## src/rtl/mips_alu_pkg.sv

```systemverilog
// mips_alu_pkg: shared opcode constants and FSM state type for the multi-cycle ALU.
// No ports; imported by mips_alu_muldiv and mips_alu_multicycle.
package mips_alu_pkg;

    localparam logic [2:0] OP_AND  = 3'b000;
    localparam logic [2:0] OP_OR   = 3'b001;
    localparam logic [2:0] OP_ADD  = 3'b010;
    localparam logic [2:0] OP_MULU = 3'b011;
    localparam logic [2:0] OP_DIVU = 3'b100;
    localparam logic [2:0] OP_ILL  = 3'b101;
    localparam logic [2:0] OP_SUB  = 3'b110;
    localparam logic [2:0] OP_SLT  = 3'b111;

    typedef enum logic [1:0] {
        StIdle,
        StBusy,
        StDone
    } alu_state_e;

endpackage

```

## src/rtl/mips_alu_muldiv.sv

```systemverilog
// mips_alu_muldiv: iterative unsigned multiplier (shift-add) and divider (restoring
// shift-subtract), one bit per cycle, WIDTH cycles per operation.
// Ports:
//   clk, rst_n    clock, asynchronous active-low reset
//   start         load operands and begin (is_div selects divide, else multiply)
//   a, b          multiplier/dividend and multiplicand/divisor
//   done          high during the final iteration cycle
//   lo, hi        value the accumulator takes at the end of this cycle; on done this is
//                 the product (hi:lo) or quotient (lo) and remainder (hi)
module mips_alu_muldiv
    import mips_alu_pkg::*;
#(
    parameter int unsigned WIDTH = 32
) (
    input  logic             clk,
    input  logic             rst_n,
    input  logic             start,
    input  logic             is_div,
    input  logic [WIDTH-1:0] a,
    input  logic [WIDTH-1:0] b,
    output logic             done,
    output logic [WIDTH-1:0] lo,
    output logic [WIDTH-1:0] hi
);

    localparam int unsigned CntW = $clog2(WIDTH);

    logic             busy_q;
    logic             div_q;
    logic [CntW-1:0]  cnt_q;
    // hi_q:lo_q is the shared accumulator/shift register; lo_q starts as a and is shifted
    // out as result bits are shifted in.
    logic [WIDTH-1:0] hi_q, lo_q, dvs_q;
    logic [WIDTH-1:0] hi_d, lo_d;
    logic [WIDTH:0]   shifted, diff, sum;

    always_comb begin
        shifted = {hi_q, lo_q[WIDTH-1]};
        diff    = shifted - {1'b0, dvs_q};
        sum     = {1'b0, hi_q} + (lo_q[0] ? {1'b0, dvs_q} : '0);
        if (div_q) begin
            // Partial remainder stays below the divisor, so a clear MSB means no borrow.
            if (!diff[WIDTH]) begin
                hi_d = diff[WIDTH-1:0];
                lo_d = {lo_q[WIDTH-2:0], 1'b1};
            end else begin
                hi_d = shifted[WIDTH-1:0];
                lo_d = {lo_q[WIDTH-2:0], 1'b0};
            end
        end else begin
            hi_d = sum[WIDTH:1];
            lo_d = {sum[0], lo_q[WIDTH-1:1]};
        end
    end

    assign done = busy_q && (cnt_q == CntW'(WIDTH - 1));
    assign lo   = lo_d;
    assign hi   = hi_d;

    always_ff @(posedge clk or negedge rst_n) begin
        if (!rst_n) begin
            busy_q <= 1'b0;
            div_q  <= 1'b0;
            cnt_q  <= '0;
            hi_q   <= '0;
            lo_q   <= '0;
            dvs_q  <= '0;
        end else if (start) begin
            busy_q <= 1'b1;
            div_q  <= is_div;
            cnt_q  <= '0;
            hi_q   <= '0;
            lo_q   <= a;
            dvs_q  <= b;
        end else if (busy_q) begin
            hi_q  <= hi_d;
            lo_q  <= lo_d;
            cnt_q <= cnt_q + 1'b1;
            if (done) begin
                busy_q <= 1'b0;
            end
        end
    end

endmodule

```

## src/rtl/mips_alu_multicycle.sv

```systemverilog
// mips_alu_multicycle: MIPS-style ALU with valid/ready handshakes. Logic and add/sub/slt
// ops, DIVU by zero and illegal opcodes finish one cycle after accept; MULU and DIVU run
// on the iterative mips_alu_muldiv and finish WIDTH+1 cycles after accept.
// Ports:
//   clk, rst_n               clock, asynchronous active-low reset
//   in_valid, in_ready       request handshake (ready only when idle)
//   alu_op, a, b             opcode and operands, captured on accept
//   out_valid, out_ready     result handshake (valid only when done)
//   result, result_hi        low word / quotient, and high word / remainder
//   zero, ovf, cout, dz, err result flags
module mips_alu_multicycle
    import mips_alu_pkg::*;
#(
    parameter int unsigned WIDTH = 32
) (
    input  logic             clk,
    input  logic             rst_n,
    input  logic             in_valid,
    output logic             in_ready,
    input  logic [2:0]       alu_op,
    input  logic [WIDTH-1:0] a,
    input  logic [WIDTH-1:0] b,
    output logic             out_valid,
    input  logic             out_ready,
    output logic [WIDTH-1:0] result,
    output logic [WIDTH-1:0] result_hi,
    output logic             zero,
    output logic             ovf,
    output logic             cout,
    output logic             dz,
    output logic             err
);

    alu_state_e state_q, state_d;
    logic       load_sc, load_md;
    logic       is_iter, md_start, md_done;
    logic [WIDTH-1:0] md_lo, md_hi;

    logic [WIDTH:0]   add_sum, sub_sum;
    logic [WIDTH-1:0] sc_res, sc_hi;
    logic             sc_ovf, sc_cout, sc_dz, sc_err;

    assign is_iter  = (alu_op == OP_MULU) || ((alu_op == OP_DIVU) && (b != '0));
    assign md_start = (state_q == StIdle) && in_valid && is_iter;

    mips_alu_muldiv #(
        .WIDTH(WIDTH)
    ) u_muldiv (
        .clk   (clk),
        .rst_n (rst_n),
        .start (md_start),
        .is_div(alu_op == OP_DIVU),
        .a     (a),
        .b     (b),
        .done  (md_done),
        .lo    (md_lo),
        .hi    (md_hi)
    );

    assign add_sum = {1'b0, a} + {1'b0, b};
    assign sub_sum = {1'b0, a} + {1'b0, ~b} + {{WIDTH{1'b0}}, 1'b1};

    // Single-cycle results, registered only on the IDLE->DONE edge.
    always_comb begin
        sc_res  = '0;
        sc_hi   = '0;
        sc_ovf  = 1'b0;
        sc_cout = 1'b0;
        sc_dz   = 1'b0;
        sc_err  = 1'b0;
        case (alu_op)
            OP_AND: sc_res = a & b;
            OP_OR:  sc_res = a | b;
            OP_ADD: begin
                sc_res  = add_sum[WIDTH-1:0];
                sc_cout = add_sum[WIDTH];
                sc_ovf  = (a[WIDTH-1] == b[WIDTH-1]) && (add_sum[WIDTH-1] != a[WIDTH-1]);
            end
            OP_SUB: begin
                sc_res  = sub_sum[WIDTH-1:0];
                sc_cout = sub_sum[WIDTH];
                sc_ovf  = (a[WIDTH-1] != b[WIDTH-1]) && (sub_sum[WIDTH-1] != a[WIDTH-1]);
            end
            OP_SLT: sc_res = {{(WIDTH - 1){1'b0}}, ($signed(a) < $signed(b))};
            // Only reaches the outputs when b is zero; otherwise the iterative path runs.
            OP_DIVU: begin
                sc_res = '1;
                sc_hi  = a;
                sc_dz  = 1'b1;
            end
            OP_MULU: sc_res = '0;
            default: sc_err = 1'b1;
        endcase
    end

    always_comb begin
        state_d = state_q;
        load_sc = 1'b0;
        load_md = 1'b0;
        case (state_q)
            StIdle: begin
                if (in_valid) begin
                    if (is_iter) begin
                        state_d = StBusy;
                    end else begin
                        state_d = StDone;
                        load_sc = 1'b1;
                    end
                end
            end
            StBusy: begin
                if (md_done) begin
                    state_d = StDone;
                    load_md = 1'b1;
                end
            end
            StDone: begin
                if (out_ready) begin
                    state_d = StIdle;
                end
            end
            default: state_d = StIdle;
        endcase
    end

    always_ff @(posedge clk or negedge rst_n) begin
        if (!rst_n) begin
            state_q   <= StIdle;
            result    <= '0;
            result_hi <= '0;
            zero      <= 1'b0;
            ovf       <= 1'b0;
            cout      <= 1'b0;
            dz        <= 1'b0;
            err       <= 1'b0;
        end else begin
            state_q <= state_d;
            if (load_sc) begin
                result    <= sc_res;
                result_hi <= sc_hi;
                // An illegal op reports only err, even though its result words are zero.
                zero      <= (sc_res == '0) && (sc_hi == '0) && !sc_err;
                ovf       <= sc_ovf;
                cout      <= sc_cout;
                dz        <= sc_dz;
                err       <= sc_err;
            end else if (load_md) begin
                result    <= md_lo;
                result_hi <= md_hi;
                zero      <= (md_lo == '0) && (md_hi == '0);
                ovf       <= 1'b0;
                cout      <= 1'b0;
                dz        <= 1'b0;
                err       <= 1'b0;
            end
        end
    end

    assign in_ready  = (state_q == StIdle);
    assign out_valid = (state_q == StDone);

endmodule

```

## config.mk

```make
export PLATFORM = sky130hd
export DESIGN_NAME = mips_alu_multicycle
export DESIGN_NICKNAME = d
export VERILOG_FILES = /design/src/rtl/mips_alu_pkg.sv /design/src/rtl/mips_alu_muldiv.sv /design/src/rtl/mips_alu_multicycle.sv
export SDC_FILE = /design/constraint.sdc
export NUM_CORES = 1
export LEC_CHECK = 0
export ABC_AREA = 1
export CORE_MARGIN = 4
export CORE_UTILIZATION = 40
export CTS_CLUSTER_DIAMETER = 60
export DETAILED_ROUTE_END_ITERATION = 16
export SYNTH_ARGS = -nofsm -noshare
export SYNTH_HDL_FRONTEND = slang
export SYNTH_SLANG_ARGS = --single-unit
export TNS_END_PERCENT = 100
```

## constraint.sdc

```tcl
create_clock -name clk -period 4.9 [get_ports clk]
set_input_delay 0.98 -clock clk [delete_from_list [all_inputs] [get_ports clk]]
set_output_delay 0.98 -clock clk [all_outputs]
set_load 0.05 [all_outputs]
```

### Drive-strength map

Bar = 50 um.
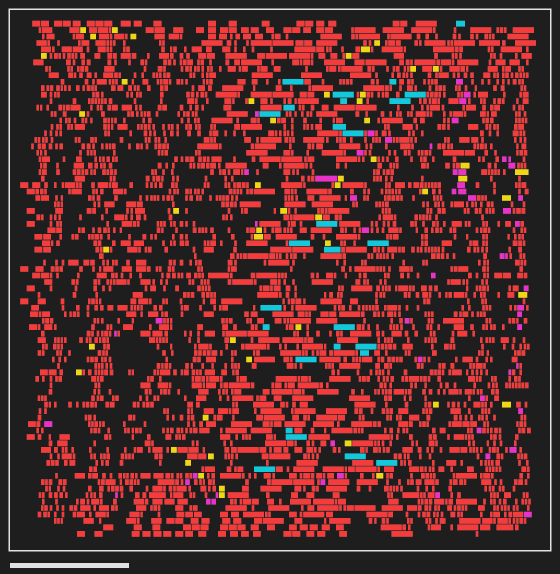
- magenta: _2 cells (cells 56; share 1.7%; most used a21oi_2)
- yellow: _3 and _4 cells (cells 51; share 1.5%; most used buf_4)
- red: _0 and _1 cells (cells 3157; share 96%; most used nand2_1)
- cyan: _6 and larger (cells 27; share 0.82%; most used clkbuf_16)

### Zoomed window

Bar = 10 um. Window x 94 to 134, y 48 to 88 um. Cells in gray, sequential cells in the stronger gray; small squares are vias.
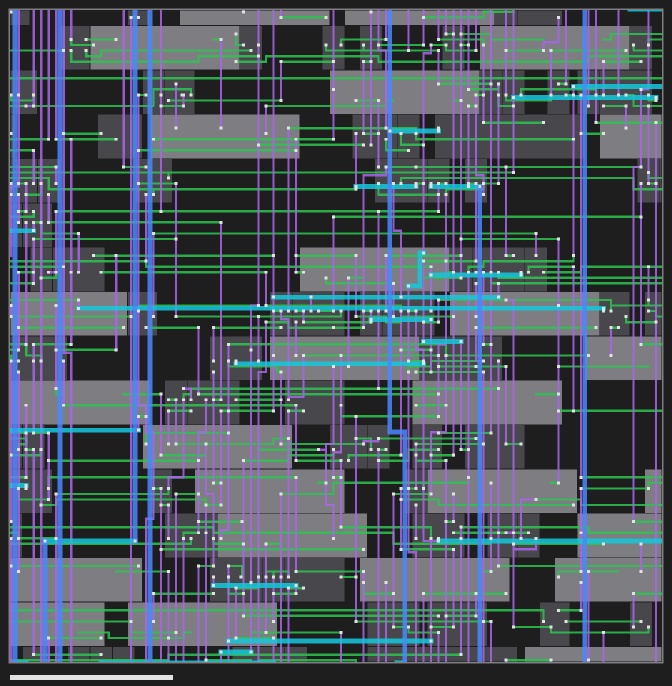
- blue: metal 4
- green: metal 1
- cyan: metal 3
- purple: metal 2
- most frequent: nand2_1 (31), dfrtp_1 (21), o221ai_1 (13)
- sequential cells in the window: 21
- netlist names of flops here include: result (7), u_muldiv.lo_q (6), u_muldiv.dvs_q (5)
- cells with their middle in the window: 88

==> impl_table.tex <==
% Table of physical implementation metrics
\begin{tabular}{lr}
\hline
Metric & Value \\
\hline
\multicolumn{2}{l}{\textbf{Outcome}} \\
Run status & finished clean \\
\multicolumn{2}{l}{\textbf{Flow run}} \\
Tool warning count & 104 \\
Max-cap viol count & 0 \\
\multicolumn{2}{l}{\textbf{Logic synthesis}} \\
Dominant combinational family & simple AND/OR/NAND/NOR gates \\
Adder-cell share of the synthesized area & between 10\% and 20\% \\
Post-Synth XOR/XNOR Area & less than 1\% \\
Register bit count reported by yosys & 174 \\
Post-synthesis cell type with the largest instance count & sky130\_fd\_sc\_hd\_\_nand2\_1 \\
Simple-gate share of the synthesized area & 36.4\% \\
\multicolumn{2}{l}{\textbf{Detailed routing}} \\
Max Used Layer & met4 \\
Number of vias in the routed layout & 22000 \\
Average vias per placed instance & 5.63 \\
\multicolumn{2}{l}{\textbf{CTS}} \\
Number of buffers between clock root and the deepest sink & 2 \\
Number of buffers created by CTS & 17 \\
Postcts setup bufs & 0 \\
Clock-pin slew of the registers on the worst-case setup and hold paths & 0.08 ns \\
Number of buffers inserted for hold repair after clock tree synthesis & 0 \\
\multicolumn{2}{l}{\textbf{Global routing}} \\
Global-route wire length before repair & 132000 um \\
Met3 GRT Util & 3.48\% \\
GRT Residual Overflow & 0 \\
\multicolumn{2}{l}{\textbf{Final timing}} \\
Final cycle utilization of the critical path & $\sim$90\% \\
Final count of hold timing violations & 0 \\
Measured slew at the worst slew-check pin & 1.05 ns \\
Setup Skew & around 0.014 ns \\
Min cycle time layout & 4.41 ns \\
\multicolumn{2}{l}{\textbf{Floorplan}} \\
Well tap count & 615 \\
\multicolumn{2}{l}{\textbf{Layout}} \\
Fin util & roughly 46\% \\
Layout fillers & 5163 \\
Syn-to-layout area delta & 13.7\% \\
Fraction of final layout cells sized beyond drive strength 1 & 4.07\% \\
Multi-input gate area in the final layout & 0.0126 mm2 \\
Final Net Count & 3526 \\
Fin cells & approximately 3900 \\
Logic share of the area & 57.7\% \\
\multicolumn{2}{l}{\textbf{Min path}} \\
Worst hold path type & reg -> reg \\
End point of the most critical hold path & result[4]\$\_DFFE\_PN0P\_ \\
\multicolumn{2}{l}{\textbf{Placed design}} \\
Number of cells in the design after placement & $\sim$3900 \\
\multicolumn{2}{l}{\textbf{Power and ir drop}} \\
Share of total power consumed by net switching & between 50\% and 60\% \\
Reg power frac & a little under 20\% \\
Design internal power & roughly 0.0059 W \\
\multicolumn{2}{l}{\textbf{Setup path}} \\
Kind of launch point of the worst setup path & input pin \\
Reg2reg start & u\_muldiv.lo\_q[31]\$\_DFFE\_PN0P\_ \\
Cell count of the worst reg-to-reg path & 24 \\
Critical Path Sink Type & flip-flop \\
\hline
\end{tabular}
## layout by cell type, fill, tap and decap left out, drive strengths merged, types with 22 or more instances in the layout
cell type | synthesis | final
a21oi | 173 | 173
nand3 | 229 | 229
inv | 484 | 490
o21ai | 167 | 167
o22ai | 22 | 22
o211ai | 28 | 28
buf | 39 | 39
clkdlybuf4s50 | 0 | 140
dfrtp | 174 | 174
o221ai | 66 | 66
nand2 | 1022 | 1022
nor2 | 338 | 338
nor3 | 33 | 33
nand4 | 49 | 49
ha | 173 | 173
## power groups by stage
stage                     Combinational (W)  Sequential (W)  Clock [W]
after global placement              0.00996         0.00279          0
final                                0.0101         0.00280    0.00135
after detailed placement             0.0100         0.00278          0
after CTS                            0.0101         0.00277    0.00136
after global routing                 0.0112         0.00285    0.00141
after floorplan                     0.00641         0.00312          0
## worst max-delay path, cell delays in order
cell and delay (ns):
sky130_fd_sc_hd__clkdlybuf4s50_1 0.51, sky130_fd_sc_hd__inv_1 0.17, sky130_fd_sc_hd__ha_1 0.54, sky130_fd_sc_hd__inv_1 0.21, sky130_fd_sc_hd__a21oi_1 0.28, sky130_fd_sc_hd__nand2_1 0.24, sky130_fd_sc_hd__nand2_1 0.11, sky130_fd_sc_hd__nand3_1 0.13
sky130_fd_sc_hd__nand2_1 0.09, sky130_fd_sc_hd__nand2_1 0.19, sky130_fd_sc_hd__nor2_1 0.15, sky130_fd_sc_hd__inv_1 0.05, sky130_fd_sc_hd__a21oi_1 0.34, sky130_fd_sc_hd__nand3_1 0.15, sky130_fd_sc_hd__nor2_1 0.22, sky130_fd_sc_hd__nand3_1 0.10
sky130_fd_sc_hd__nor2_1 0.11, sky130_fd_sc_hd__nor2_1 0.06, sky130_fd_sc_hd__a21oi_1 0.16
Power is estimated from default activity; no workload was simulated.
